run_1/metal_stack.png
The bar under the picture is 20 um long.
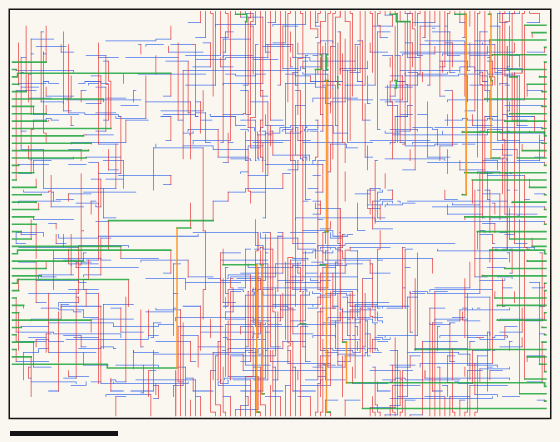
run_1/final_congestion.png
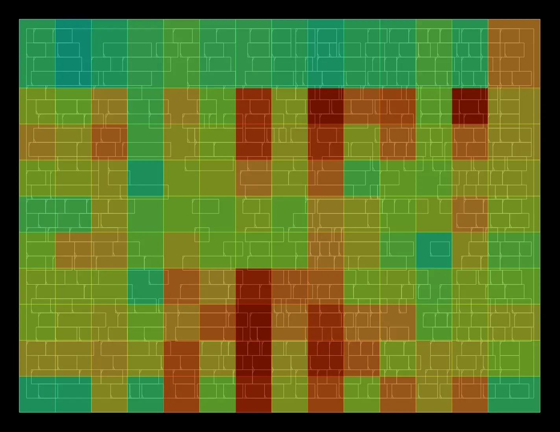
run_1/density.png
10 x 8 tiles, from dark blue (low) to red (high), 0 to 100% covered.
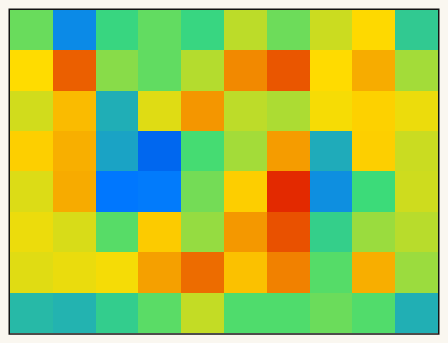
run_1/gate_families.png
The bar under the picture is 20 um long.
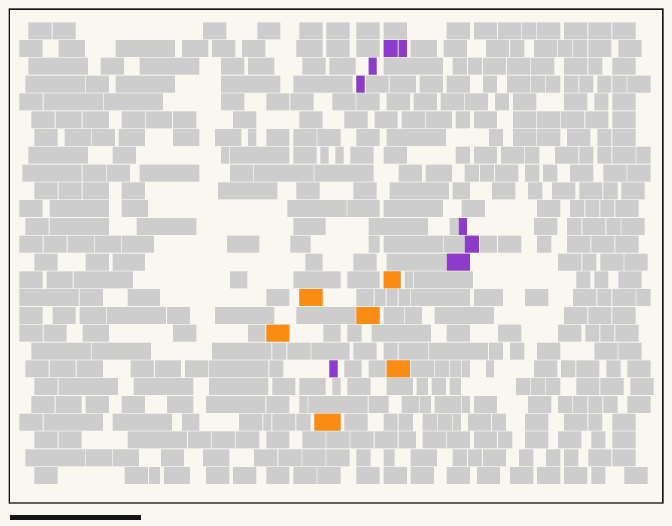
===== src/rtl/vram_pkg.sv =====
// Shared VRAM types and sizing.
// Used by the arbiter, the text-controller AXI slave and the draw logic.
package vram_pkg;

    // Owner of the single RAM port in a given cycle.
    typedef enum logic [1:0] {
        IDLE = 2'd0,
        VID  = 2'd1,
        HOST = 2'd2
    } owner_t;

    localparam int VRAM_DEPTH = 1200;
    localparam int ADDR_W     = 11;

endpackage


===== src/rtl/vram_arbiter.sv =====
// Host/video arbiter for a single-port VRAM with 1-cycle read latency.
// Ports: axi_aclk/axi_aresetn; host_* (rd/wr, strobes) and vid_*
// (read-only) request/grant/rvalid channels; ram_* drive the external RAM.
module vram_arbiter #(
    parameter int ADDR_W       = vram_pkg::ADDR_W,
    parameter int DATA_W       = 32,
    parameter int DEPTH        = vram_pkg::VRAM_DEPTH,
    parameter int STARVE_LIMIT = 4
) (
    input  logic                axi_aclk,
    input  logic                axi_aresetn,
    input  logic                host_req,
    input  logic                host_we,
    input  logic [ADDR_W-1:0]   host_addr,
    input  logic [DATA_W-1:0]   host_wdata,
    input  logic [DATA_W/8-1:0] host_wstrb,
    output logic                host_gnt,
    output logic                host_rvalid,
    output logic [DATA_W-1:0]   host_rdata,
    input  logic                vid_req,
    input  logic [ADDR_W-1:0]   vid_addr,
    output logic                vid_gnt,
    output logic                vid_rvalid,
    output logic [DATA_W-1:0]   vid_rdata,
    output logic                ram_en,
    output logic [DATA_W/8-1:0] ram_we,
    output logic [ADDR_W-1:0]   ram_addr,
    output logic [DATA_W-1:0]   ram_wdata,
    input  logic [DATA_W-1:0]   ram_rdata
);

    import vram_pkg::*;

    localparam int CNT_W = $clog2(STARVE_LIMIT + 1);
    localparam logic [CNT_W-1:0] CNT_MAX = CNT_W'(STARVE_LIMIT);

    owner_t             owner;
    owner_t             owner_nxt;
    logic [CNT_W-1:0]   starve_cnt;
    logic               rd_pend;
    logic               rd_oob;
    logic [ADDR_W-1:0]  addr_q;
    logic [DATA_W-1:0]  wdata_q;

    logic [ADDR_W-1:0]  cur_addr;
    logic [DATA_W-1:0]  cur_wdata;
    logic               cur_we;
    logic               cur_read;
    logic               in_range;

    // Video wins ties until the host has watched STARVE_LIMIT video
    // grants go by; grants are forced off while in reset.
    always_comb begin
        owner_nxt = IDLE;
        if (axi_aresetn) begin
            if (host_req && (!vid_req || starve_cnt == CNT_MAX))
                owner_nxt = HOST;
            else if (vid_req)
                owner_nxt = VID;
        end
    end

    assign host_gnt = (owner_nxt == HOST);
    assign vid_gnt  = (owner_nxt == VID);

    // Port mux; with no grant the address/data buses hold their last value.
    always_comb begin
        cur_addr  = addr_q;
        cur_wdata = wdata_q;
        cur_we    = 1'b0;
        cur_read  = 1'b0;
        unique case (owner_nxt)
            HOST: begin
                cur_addr  = host_addr;
                cur_wdata = host_wdata;
                cur_we    = host_we;
                cur_read  = !host_we;
            end
            VID: begin
                cur_addr = vid_addr;
                cur_read = 1'b1;
            end
            default: ;
        endcase
    end

    assign in_range  = (32'(cur_addr) < 32'(DEPTH));
    assign ram_en    = (owner_nxt != IDLE) && in_range;
    assign ram_we    = (cur_we && in_range) ? host_wstrb : '0;
    assign ram_addr  = cur_addr;
    assign ram_wdata = cur_wdata;

    // owner doubles as the read-return tag: it names last cycle's grantee.
    always_ff @(posedge axi_aclk or negedge axi_aresetn) begin
        if (!axi_aresetn) begin
            owner      <= IDLE;
            starve_cnt <= '0;
            rd_pend    <= 1'b0;
            rd_oob     <= 1'b0;
            addr_q     <= '0;
            wdata_q    <= '0;
        end else begin
            owner   <= owner_nxt;
            rd_pend <= cur_read;
            rd_oob  <= !in_range;
            addr_q  <= cur_addr;
            wdata_q <= cur_wdata;
            if (!host_req || host_gnt)
                starve_cnt <= '0;
            else if (vid_gnt && starve_cnt != CNT_MAX)
                starve_cnt <= starve_cnt + 1'b1;
        end
    end

    assign host_rvalid = rd_pend && (owner == HOST);
    assign vid_rvalid  = rd_pend && (owner == VID);
    assign host_rdata  = (host_rvalid && !rd_oob) ? ram_rdata : '0;
    assign vid_rdata   = (vid_rvalid && !rd_oob) ? ram_rdata : '0;

endmodule


===== config.mk =====
export PLATFORM = sky130hd
export DESIGN_NAME = vram_arbiter
export DESIGN_NICKNAME = d
export VERILOG_FILES = /design/src/rtl/vram_pkg.sv /design/src/rtl/vram_arbiter.sv
export SDC_FILE = /design/constraint.sdc
export NUM_CORES = 1
export LEC_CHECK = 0
export CORE_ASPECT_RATIO = 0.75
export CORE_UTILIZATION = 35
export DETAILED_ROUTE_END_ITERATION = 10
export PLACE_DENSITY = 0.95
export SETUP_SLACK_MARGIN = 0.3
export SLEW_MARGIN = 0
export SYNTH_ARGS = -nofsm -noshare
export SYNTH_HDL_FRONTEND = slang
export SYNTH_SLANG_ARGS = --single-unit

===== constraint.sdc =====
create_clock -name axi_aclk -period 4.5 [get_ports axi_aclk]
set_clock_uncertainty 0.2 [all_clocks]
set_input_delay 0.9 -clock axi_aclk [delete_from_list [all_inputs] [get_ports axi_aclk]]
set_output_delay 0.9 -clock axi_aclk [all_outputs]
set_load 0.005 [all_outputs]

==> flow_metrics.env, run 1 <==
# source this file to load flow results
export IMPL_grt_max_degree=43
export IMPL_ios=211
export IMPL_postPlaceCellArea_um2=4730
export IMPL_met1Wirelength_um=3160
export IMPL_outcome="complete, no violations"
export IMPL_crit_arrival_ps=3020
export IMPL_cts_buffers_inserted=5
export IMPL_p_leak_nw=2.04
export IMPL_r2r_start="starve_cnt[0]"
export IMPL_logic_area_um2=1170
export IMPL_synth_seq_cells=50
export IMPL_final_antenna_net_count=0
export IMPL_chip_area_um2=7500
export IMPL_setup_viol=0
export IMPL_drv_cap=0
export IMPL_worstMarginPinSlew_ps=555
export IMPL_reg2reg_slack_ps=2170
export IMPL_cp_num_buf_inv=3
export IMPL_globalRouteMet3Util=0.0761
export IMPL_antenna_found_initial=0
export IMPL_synth_edff_count=0
export IMPL_clkTransAtPathRegs_ps=80
export IMPL_finalSetupTns_ps=0
export IMPL_cts_tree="built"
export IMPL_area_leaders="dfrtp_1 50%, and2_1 18%, mux2_2 15%"
export IMPL_hold_path_depth=2
export IMPL_r2r_end="rd_oob"
export IMPL_ys_cells=224
export IMPL_final_nets=537
export IMPL_clock_latency_late_pin_ps=290
export IMPL_cts_setup_buffers=1
export IMPL_cpPeakStageDelay_ps=530
export IMPL_post_cts_resized=7
export IMPL_crit_path_start="host_req"
export IMPL_die_x_um=99.7
export IMPL_gr_usage_met2=0.404
export IMPL_syn_nets=321
export IMPL_ys_area_um2=2500
export IMPL_synth_warning_count=0
export IMPL_stdcell_area_um2=4890
export IMPL_portBuffers=210
export IMPL_whs_ps=293
export IMPL_hpwlAfterDp_um=6790
export IMPL_avgSynthCellArea_um2=11.2
export IMPL_place_congestion=0.897
export IMPL_relSlewSlack=0.630
export IMPL_grt_overflow_total=0
export IMPL_endpoint="ram_we[2]"
export IMPL_warning_count=27
export IMPL_synthCells=224
export IMPL_vias_per_cell=4.67
export IMPL_peakVddDrop_mv=0.243
export IMPL_rows=26
export IMPL_hp_class="reg2reg"
export IMPL_syn_area_um2=2500
export IMPL_worstSetupPathDepth=8
export IMPL_seqCellArea_um2=1250
export IMPL_drtIter0Drc=96
export IMPL_fin_crit_ps=4120
export IMPL_crit_fanout=9
export IMPL_gr_usage_met1=0.234
export IMPL_holdPathEnd="addr_q[2]"
Notes on metal_stack.png above:
layer	colour	wire length
met3	green	743 um
met4	orange	199 um
met2	red	4,380 um
met1	blue	3,160 um
routed wire length per instance: 15.7 um
final WL: 8490 um
gr usage total: 0.218
routed vias: 2,516

Notes on final_congestion.png above:
busiest grt layer: met2
Core Util, Final: 0.712

Notes on density.png above:
tiles over 75% full	30%
mean over tiles	64%
fullest tile	95%
Core Region: 6860 um^2
Pre-Place Util: 0.365

Notes on gate_families.png above:
family	colour	cells	most used
NOR gates	purple	8	nor2_1
AND-OR and OR-AND gates	orange	6	a221o_1
Final Non-Filler Cells: 539
most frequent logic cell in the layout: clkdlybuf4s50_1

-- run 1: state kept, by name, summed over array words and instances (netlist names) --
signal / count
addr_q: 11
owner: 2
rd_oob: 1
rd_pend: 1
starve_cnt: 3
wdata_q: 32
-- run 1: cell families after synthesis --
kind of cell               Yosys count  synth area share
AOI/OAI and AO/OA                   22            0.0765
muxes                               33             0.148
and+or+nand+nor                     92             0.221
DFF                                 50             0.500
buffers and inverters               25            0.0440
adders and majority gates            2           0.00999
-- run 1: cell type report --
type | instances | share of cell area
clock buffers | 7 | 0.0197
well taps | 98 | 0.0251
repair buffers | 223 | 0.449
clock inverters | 1 | 0.00179
multi-input cells | 149 | 0.240
inverters | 11 | 0.00845
flip-flops and latches | 50 | 0.256
-- run 1: cell usage in the layout (no fill, tap or decap), drive strengths merged --
master and n:
clkdlybuf4s50 207, and2 71, dfrtp 50, mux2 33
buf 14, inv 11, clkbuf 8, a222oi 7
nand3 6, nor2 6, a221o 4, nand2 3
o21ai 3, a31oi 2, ha 2, and3 2
a21bo 1, a21o 1, nor3 1, and3b 1
nor2b 1, or3b 1, a211oi 1, a21oi 1
a21boi 1, o22ai 1, clkinv 1, dlygate4sd2 1
-- run 1: metrics by stage --
step / setup slack [ps] / util / cells
after detailed placement: 39.9 / 0.690 / 528
after floorplan: 1170 / - / 224
after global routing: 304 / 0.712 / 539
after global placement: 149 / 0.690 / 528
after CTS: 316 / 0.709 / 537
final: 383 / 0.712 / 539
-- run 1: worst register-to-register path: cells and delay by family (launching register included) --
kind	cells	cell delay (ps)
fa+ha+maj	1	220
buf+inv	1	100
compound gates	3	640
simple gates	2	670
flops	1	390
-- run 1: report_power, final --
part	internal [mW]	total (mW)	switching (mW)
combinational	0.279	0.421	0.142
clock	0.141	0.280	0.139
sequential	0.519	0.539	0.0194
total	0.940	1.24	0.300
==> run 2: changes to the inputs <==
--- a/config.mk
+++ b/config.mk
@@ -6,7 +6,8 @@
 export NUM_CORES = 1
 export LEC_CHECK = 0
 export CORE_ASPECT_RATIO = 0.75
-export CORE_UTILIZATION = 35
+export CORE_UTILIZATION = 36
+export CTS_BUF_LIST = sky130_fd_sc_hd__clkbuf_4
 export DETAILED_ROUTE_END_ITERATION = 10
 export PLACE_DENSITY = 0.95
 export SETUP_SLACK_MARGIN = 0.3
==> constraint.sdc (replaced) <==
create_clock -name axi_aclk -period 4.5 [get_ports axi_aclk]
set_clock_uncertainty 0.2 [all_clocks]
set_input_delay 0.9 -clock axi_aclk [delete_from_list [all_inputs] [get_ports axi_aclk]]
set_output_delay 0.9 -clock axi_aclk [all_outputs]
set_load 0.02 [all_outputs]
==> run 2 against run 1 <==
Net effect:
- the flow now finishes with violations (design-rule violations)
- sequential power about the same
- register-to-register slack got worse by 90 ps
- sequential share of layout area rose by 0.16 points
- utilization is 3.5 points higher
- power grew 7.5%
- fmax rose by 0.69%
- global-route usage up 2.6 points
- critical path depth shrank 2
- routed wire length increased by 5.4%
- via count is 1.2% higher
- count of clock-buffer cells in the layout unchanged
- first-iteration DRC count grew 43%
- critical path type unchanged
- highest routed layer unchanged
==> flow_metrics.env, run 2 <==
# source this file to load flow results
export IMPL_yosysTopAreaCell="dfrtp_1"
export IMPL_crit_arrival_ps=2990
export IMPL_gr_usage_met2=0.470
export IMPL_xor_share=0
export IMPL_track_usage=0.243
export IMPL_grt_max_degree=44
export IMPL_lay_top_count="clkdlybuf4s50_1"
export IMPL_power_density_nw_per_um2=275
export IMPL_place_congestion=0.790
export IMPL_stdcell_area_um2=4860
export IMPL_path_cells="clkdlybuf4s50_1 -> buf_4 -> and3_4 -> buf_6 -> mux2_2 -> clkdlybuf4s50_1"
export IMPL_cts_root_buf="clkbuf_4"
export IMPL_die_x_um=98.3
export IMPL_final_antenna_net_count=0
export IMPL_fill_cells=473
export IMPL_dpl_worst_slack_ps=-11.0
export IMPL_outcome="finished, violations left"
export IMPL_startpoint_type="input port"
export IMPL_logic_family="simple AND/OR/NAND/NOR gates"
export IMPL_synth_edff_count=0
export IMPL_synth_seq_cells=50
export IMPL_busiest_layer="met2"
export IMPL_synth_warning_count=0
export IMPL_largest_register_ff_count=32
export IMPL_wire_per_inst_um=17.0
export IMPL_drc=9
export IMPL_setup_viol=0
export IMPL_chip_area_um2=7300
export IMPL_cts_tree="built"
export IMPL_drv_cap=0
export IMPL_grt_pass1_vias=2645
export IMPL_cpPeakStageDelay_ps=560
export IMPL_cts_buffers_inserted=5
export IMPL_worst_setup_path_end_kind="primary output"
export IMPL_portBuffers=210
export IMPL_cp_num_buf_inv=4
export IMPL_ys_area_um2=2500
export IMPL_drive_gt1_frac=0.159
export IMPL_ys_sh_adder=0.0100
export IMPL_clkTransAtPathRegs_ps=150
export IMPL_finalSetupTns_ps=0
export IMPL_gr_usage_met1=0.252
export IMPL_syn_area_um2=2500
export IMPL_avgSynthCellArea_um2=11.2
export IMPL_hpwlAfterDp_um=7200
export IMPL_most_common_layout_cells="203 x clkdlybuf4s50_1, 71 x and2_1, 50 x dfrtp_1, 33 x mux2_2, 17 x buf_4"
export IMPL_synth_top_flop_cell="dfrtp_1"
export IMPL_synthCells=224
export IMPL_ys_sh_simple=0.221
export IMPL_hold_viol_final=0
export IMPL_ys_types=30
export IMPL_reg2reg_slack_ps=2080
export IMPL_grt_overflow_total=0
export IMPL_crit_fanout=21
export IMPL_netlist_area_leader_share=0.500
export IMPL_area_leaders="dfrtp_1 50%, and2_1 18%, mux2_2 15%"
export IMPL_wl_met3_um=851
export IMPL_ys_sh_aoi=0.0765
export IMPL_htree_levels=2
export IMPL_reg_top3="wdata_q x32, addr_q x11, starve_cnt x3"
export IMPL_met2_wirelength_um=4720
export IMPL_relSlewSlack=0.643
export IMPL_dp_cells=515
export IMPL_peakVddDrop_mv=0.217
export IMPL_vias_per_cell=4.83
export IMPL_clock_latency_late_pin_ps=360
export IMPL_worstMarginPinSlew_ps=535
export IMPL_cpMaxStageDelayCell="clkdlybuf4s50_1"
export IMPL_yosys_stat_seqShare=0.500
export IMPL_failed_checks="design-rule violations"
export IMPL_cts_buffer_depth=2
export IMPL_synth_most_common_cell="and2_1"
export IMPL_cts_sinks=50
export IMPL_ys_cells=224
export IMPL_cp_required_ps=3400
export IMPL_regMostFlops="wdata_q"
export IMPL_highest_layer="met4"
export IMPL_vias=2545
export IMPL_drtPass1Iterations=10
export IMPL_cpMostUsedCell="clkdlybuf4s50_1"
export IMPL_globalRouteMet3Util=0.0761
export IMPL_rows=25
export IMPL_whs_ps=306
export IMPL_syn_nets=321
export IMPL_final_nets=542
export IMPL_ys_sh_mux=0.148
export IMPL_p_leak_nw=2.07
export IMPL_grt_pass1_wl_um=13500
export IMPL_fin_crit_ps=4090
export IMPL_rsz0062_at_grt="no"
export IMPL_dieHeight_um=74.2
export IMPL_setup_slack_ps=411
export IMPL_antenna_cells=0
export IMPL_stdcell_count=527
export IMPL_warning_count=28
export IMPL_wl_um=8940
export IMPL_hp_class="in2async"
export IMPL_slew_viol_final=0
export IMPL_fin_crit_sh=0.909
export IMPL_met1Wirelength_um=3170
export IMPL_drtIter0Drc=137
export IMPL_postPlaceCellArea_um2=4740
export IMPL_ios=211
export IMPL_antenna_found_initial=0
[run 2: logic make-up (layout without fill, tap and decap cells)]
| kind of cell | after synthesis | count (layout) |
|---|---|---|
| adder cells (fa/ha/maj) | 2 | 2 |
| flip-flops | 50 | 50 |
| AND/OR/NAND/NOR | 92 | 92 |
| multiplexers | 33 | 33 |
| buffers and inverters | 25 | 247 |
| AND-OR/OR-AND | 22 | 22 |
[run 2: worst paths after layout]
kind                       cells past startpoint             to           from
max                                            6  ram_wdata[11]       host_req
min                                            2       owner[1]    axi_aresetn
max reg2reg                                    8         rd_oob  starve_cnt[0]
min reg2reg                                    2      addr_q[3]      addr_q[3]
max in group asynchronous                      2    wdata_q[27]    axi_aresetn
min in group axi_aclk                          2      addr_q[3]      addr_q[3]
[run 2: area by class of cell]
type,count,area [um^2],share of cell area
Inverter,11,41.3,0.00850
Clock inverter,1,30.0,0.00618
Clock buffer,7,52.6,0.0108
Sequential cell,50,1250,0.258
Multi-Input combinational cell,149,1170,0.240
Timing Repair Buffer,228,2210,0.456
Tap cell,81,101,0.0209
[run 2: power by group]
group	total (mW)	switching [mW]	internal, mW	leakage (nW)
clock network	0.269	0.139	0.130	0.0463
registers	0.539	0.0203	0.519	0.608
logic	0.525	0.239	0.286	1.42
[run 2: worst reg2reg max path, delay by kind of cell, from the launching register on]
kind | cells | cell delay, ps
AOI/OAI and AO/OA | 3 | 610
adders and majority gates | 1 | 230
buffers and inverters | 2 | 250
DFF | 1 | 410
and+or+nand+nor | 2 | 680
[run 2: what timing repair did]
| action | CTS | global route |
|---|---|---|
| setup endpoints to repair | 5 | 37 |
| pin swaps | 2 | 3 |
| gates cloned | 0 | 0 |
| hold buffers | 0 | 0 |
| resized | 18 | 7 |
| setup buffers | 3 | 1 |
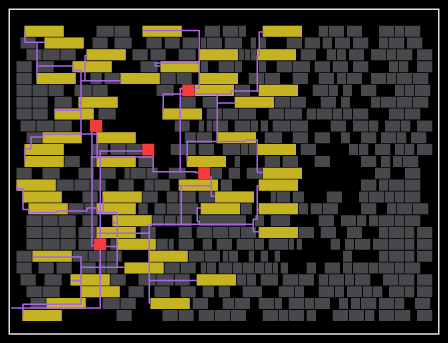
run_2/clock_map.png
[flip-flops] yellow | count: 50
[clock wires] purple | length: 577 um
[cells driving clock nets] red | count: 5
routed clock nets	6
Clk pwr share: 0.202
clock network power: 0.269 mW

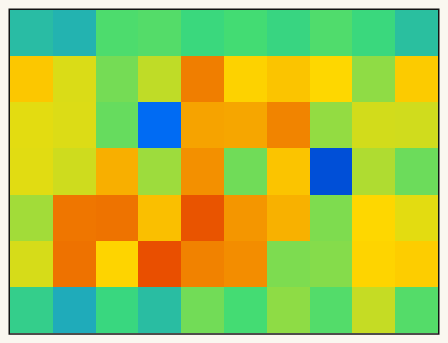
run_2/density.png
10 x 7 tiles, from dark blue (low) to red (high), 0 to 100% covered.
fullest tile	91%
tiles over 75% full	37%
mean over tiles	65%
Core Region: 6510 um^2
Pre-Place Util: 0.385
Core Util, Final: 0.746

==> run 3: changes to the inputs <==
--- a/config.mk
+++ b/config.mk
@@ -6,8 +6,8 @@
 export NUM_CORES = 1
 export LEC_CHECK = 0
 export CORE_ASPECT_RATIO = 0.75
-export CORE_UTILIZATION = 36
-export CTS_BUF_LIST = sky130_fd_sc_hd__clkbuf_4
+export CORE_MARGIN = 2
+export CORE_UTILIZATION = 35
 export DETAILED_ROUTE_END_ITERATION = 10
 export PLACE_DENSITY = 0.95
 export SETUP_SLACK_MARGIN = 0.3
==> run 3 against run 2 <==
Net effect:
- the run now ends clean
- global-route usage is 3.4 points lower
- sequential share of layout area is 0.13 points lower
- sequential power hardly changed
- synthesized cell count stayed put
- critical path depth stayed put
- utilization is 3.5 points lower
- clock power is 17% higher
- via count is 0.43% lower
- count of clock-buffer cells in the layout is 1 lower
- final area is 0.49% higher
- critical endpoint is now ram_wdata[8]
- largest cell class unchanged
==> flow_metrics.env, run 3 <==
# source this file to load flow results
export IMPL_outcome="complete, no violations"
export IMPL_cts_buffer_depth=2
export IMPL_avgSynthCellArea_um2=11.2
export IMPL_area_leaders="dfrtp_1 50%, and2_1 18%, mux2_2 15%"
export IMPL_synth_seq_cells=50
export IMPL_postPlaceCellArea_um2=4750
export IMPL_place_congestion=0.848
export IMPL_pwr_share_seq=0.393
export IMPL_chip_area_um2=7850
export IMPL_ys_sh_adder=0.0100
export IMPL_fin_crit_sh=0.925
export IMPL_clkTransAtPathRegs_ps=80
export IMPL_syn_nets=321
export IMPL_crit_fanout=20
export IMPL_ys_sh_simple=0.221
export IMPL_cts_sinks=50
export IMPL_drtPass1Iterations=5
export IMPL_pg_comb_mw=0.517
export IMPL_cpMaxStageDelayCell="clkdlybuf4s50_1"
export IMPL_path_cells="clkdlybuf4s50_1 -> a21bo_1 -> and3_4 -> buf_4 -> mux2_2 -> clkdlybuf4s50_1"
export IMPL_final_nets=538
export IMPL_setup_viol=0
export IMPL_hp_class="reg2reg"
export IMPL_antenna_found_initial=0
export IMPL_startpoint_type="input port"
export IMPL_setup_slack_ps=339
export IMPL_cts_tree="built"
export IMPL_drive_gt1_frac=0.150
export IMPL_rows=26
export IMPL_vias=2534
export IMPL_hold_path_depth=2
export IMPL_syn2layout_area_growth_pct=94.9
export IMPL_ys_types=30
export IMPL_peakVddDrop_mv=0.248
export IMPL_ff2ff_path_depth=7
export IMPL_synth_top_flop_cell="dfrtp_1"
export IMPL_ys_cells=224
export IMPL_largest_register_ff_count=32
export IMPL_cp_required_ps=3400
export IMPL_cts_hold_buf=0
export IMPL_power_density_nw_per_um2=281
export IMPL_regMostFlops="wdata_q"
export IMPL_top_cells_by_count="71 x and2_1, 50 x dfrtp_1, 33 x mux2_2"
export IMPL_p_seq_mw=0.539
export IMPL_htree_levels=2
export IMPL_max_freq_mhz=240
export IMPL_lay_top_count="clkdlybuf4s50_1"
export IMPL_cpPeakStageDelay_ps=550
export IMPL_internal_power_mw=0.977
export IMPL_slew_viol_final=0
export IMPL_netlist_area_leader_share=0.500
export IMPL_final_antenna_net_count=0
export IMPL_reg_top3="wdata_q x32, addr_q x11, starve_cnt x3"
export IMPL_vias_per_cell=4.70
export IMPL_crit_arrival_ps=3060
export IMPL_comb_power_share=0.377
export IMPL_die_x_um=102
export IMPL_ys_sh_mux=0.148
export IMPL_maxPowerGroup="sequential cells"
export IMPL_total_power_mw=1.37
export IMPL_hold_viol_final=0
export IMPL_synth_most_common_cell="and2_1"
export IMPL_cts_buffers_inserted=5
export IMPL_most_common_layout_cells="200 x clkdlybuf4s50_1, 71 x and2_1, 50 x dfrtp_1, 33 x mux2_2, 13 x buf_4"
export IMPL_syn_area_um2=2500
export IMPL_p_sw_mw=0.394
export IMPL_yosys_stat_seqShare=0.500
export IMPL_fin_crit_ps=4160
export IMPL_stdcell_count=539
export IMPL_min_from="addr_q[3]"
export IMPL_fp_util=0.365
export IMPL_r2r_end="rd_oob"
export IMPL_synthCells=224
export IMPL_grt_max_degree=45
export IMPL_grt_pass1_wl_um=12800
export IMPL_drc=0
export IMPL_ios=211
export IMPL_fill_cells=505
export IMPL_wl_um=8320
export IMPL_async_flop_share=1.00
export IMPL_grt_overflow_total=0
export IMPL_synth_warning_count=0
export IMPL_ys_area_um2=2500
export IMPL_rsz0062_at_grt="yes"
export IMPL_drv_cap=0
export IMPL_dieHeight_um=77.2
export IMPL_grt_pass1_vias=2593
export IMPL_drtIter0Drc=87
export IMPL_antenna_cells=0
export IMPL_worst_setup_path_end_kind="primary output"
export IMPL_reg2reg_slack_ps=2200
export IMPL_portBuffers=210
export IMPL_finalSetupTns_ps=0
export IMPL_worstMarginPinSlew_ps=528
export IMPL_xor_share=0
export IMPL_synth_edff_count=0
export IMPL_warning_count=29
export IMPL_yosysTopAreaCell="dfrtp_1"
export IMPL_critPathKind="in2out"
export IMPL_hpwlAfterDp_um=6780
export IMPL_logic_family="simple AND/OR/NAND/NOR gates"
export IMPL_stdcell_area_um2=4880
export IMPL_relSlewSlack=0.648
export IMPL_cpMostUsedCell="clkdlybuf4s50_1"
export IMPL_r2r_start="starve_cnt[0]"
export IMPL_ys_sh_aoi=0.0765
export IMPL_dp_cells=530
export IMPL_holdPathEnd="addr_q[3]"
export IMPL_whs_ps=287
export IMPL_cts_root_buf="clkbuf_8"
export IMPL_swShare=0.287
export IMPL_core_area_um2=6860
export IMPL_p_leak_nw=2.09
export IMPL_dpl_worst_slack_ps=-21.3
export IMPL_crit_path_start="vid_req"
run 3: what timing repair did:
| item | CTS | global route |
|---|---|---|
| resized | 17 | 10 |
| buffers inserted | 0 | 2 |
| pin swaps | 1 | 3 |
| hold endpoints to repair | 0 | 0 |
| setup endpoints to repair | 18 | 23 |
run 3: cell families (layout without fill, tap and decap cells):
logic type / Yosys count / count (layout)
compound gates: 22 / 22
fa+ha+maj: 2 / 2
buf+inv: 25 / 242
flops: 50 / 50
mux: 33 / 33
simple gates: 92 / 92
run 3: critical path: cells and delay by family:
family	cells	cell delay, ps
multiplexers	1	380
buffers and inverters	3	1280
AND-OR/OR-AND	1	230
AND/OR/NAND/NOR	1	260
run 3: layer usage:
metal / vias to the layer above / GRT usage / wire, um
met4: 0 / 0.0581 / 152
met2: 133 / 0.401 / 4410
li1: 1189 / - / -
met3: 16 / 0.0747 / 849
met1: 1196 / 0.209 / 2910
met5: - / 0 / 0
run 3: layout make-up:
| cell class | count | area [um^2] | area share |
|---|---|---|---|
| timing repair buffer | 224 | 2190 | 0.448 |
| sequential | 50 | 1250 | 0.256 |
| multi-input combinational | 149 | 1160 | 0.239 |
| tap | 98 | 123 | 0.0251 |
| clock buffer | 6 | 82.6 | 0.0169 |
| inverter | 11 | 41.3 | 0.00846 |
| clock inverter | 1 | 30.0 | 0.00615 |
run 3: how the worst max path moves through the flow:
stage	slack, ps	cells past startpoint	end
after global placement	40	8	ram_we[0]
after floorplan	890	8	ram_we[0]
after global routing	270	6	ram_wdata[8]
after CTS	290	6	ram_addr[10]
after detailed placement	-20	9	ram_we[3]
final	340	6	ram_wdata[8]
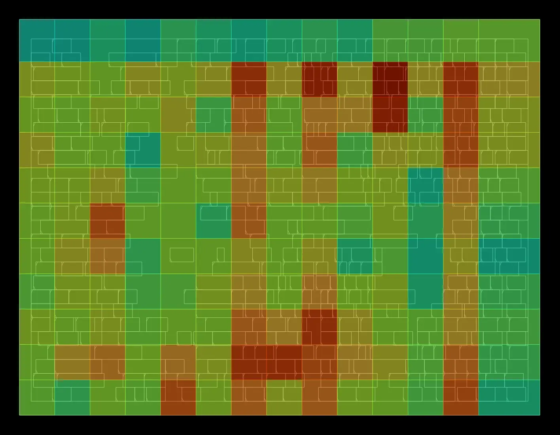
run_3/final_congestion.png
met3 Track Usage GR: 0.0747
gr usage total: 0.209
met2 Track Usage GR: 0.401
routed wire length per instance: 15.4 um
Core Util, Final: 0.711

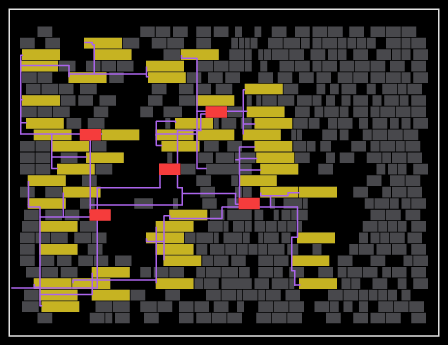
run_3/clock_map.png
[cells driving clock nets] red | count: 5
[flip-flops] yellow | count: 50
[clock wires] purple | length: 558 um
routed clock nets	6
worst-skew pair later-pin latency: 300 ps
Clk pwr share: 0.230
clock network power: 0.315 mW

No activity file was given, so power comes from the tool's default toggle rates.
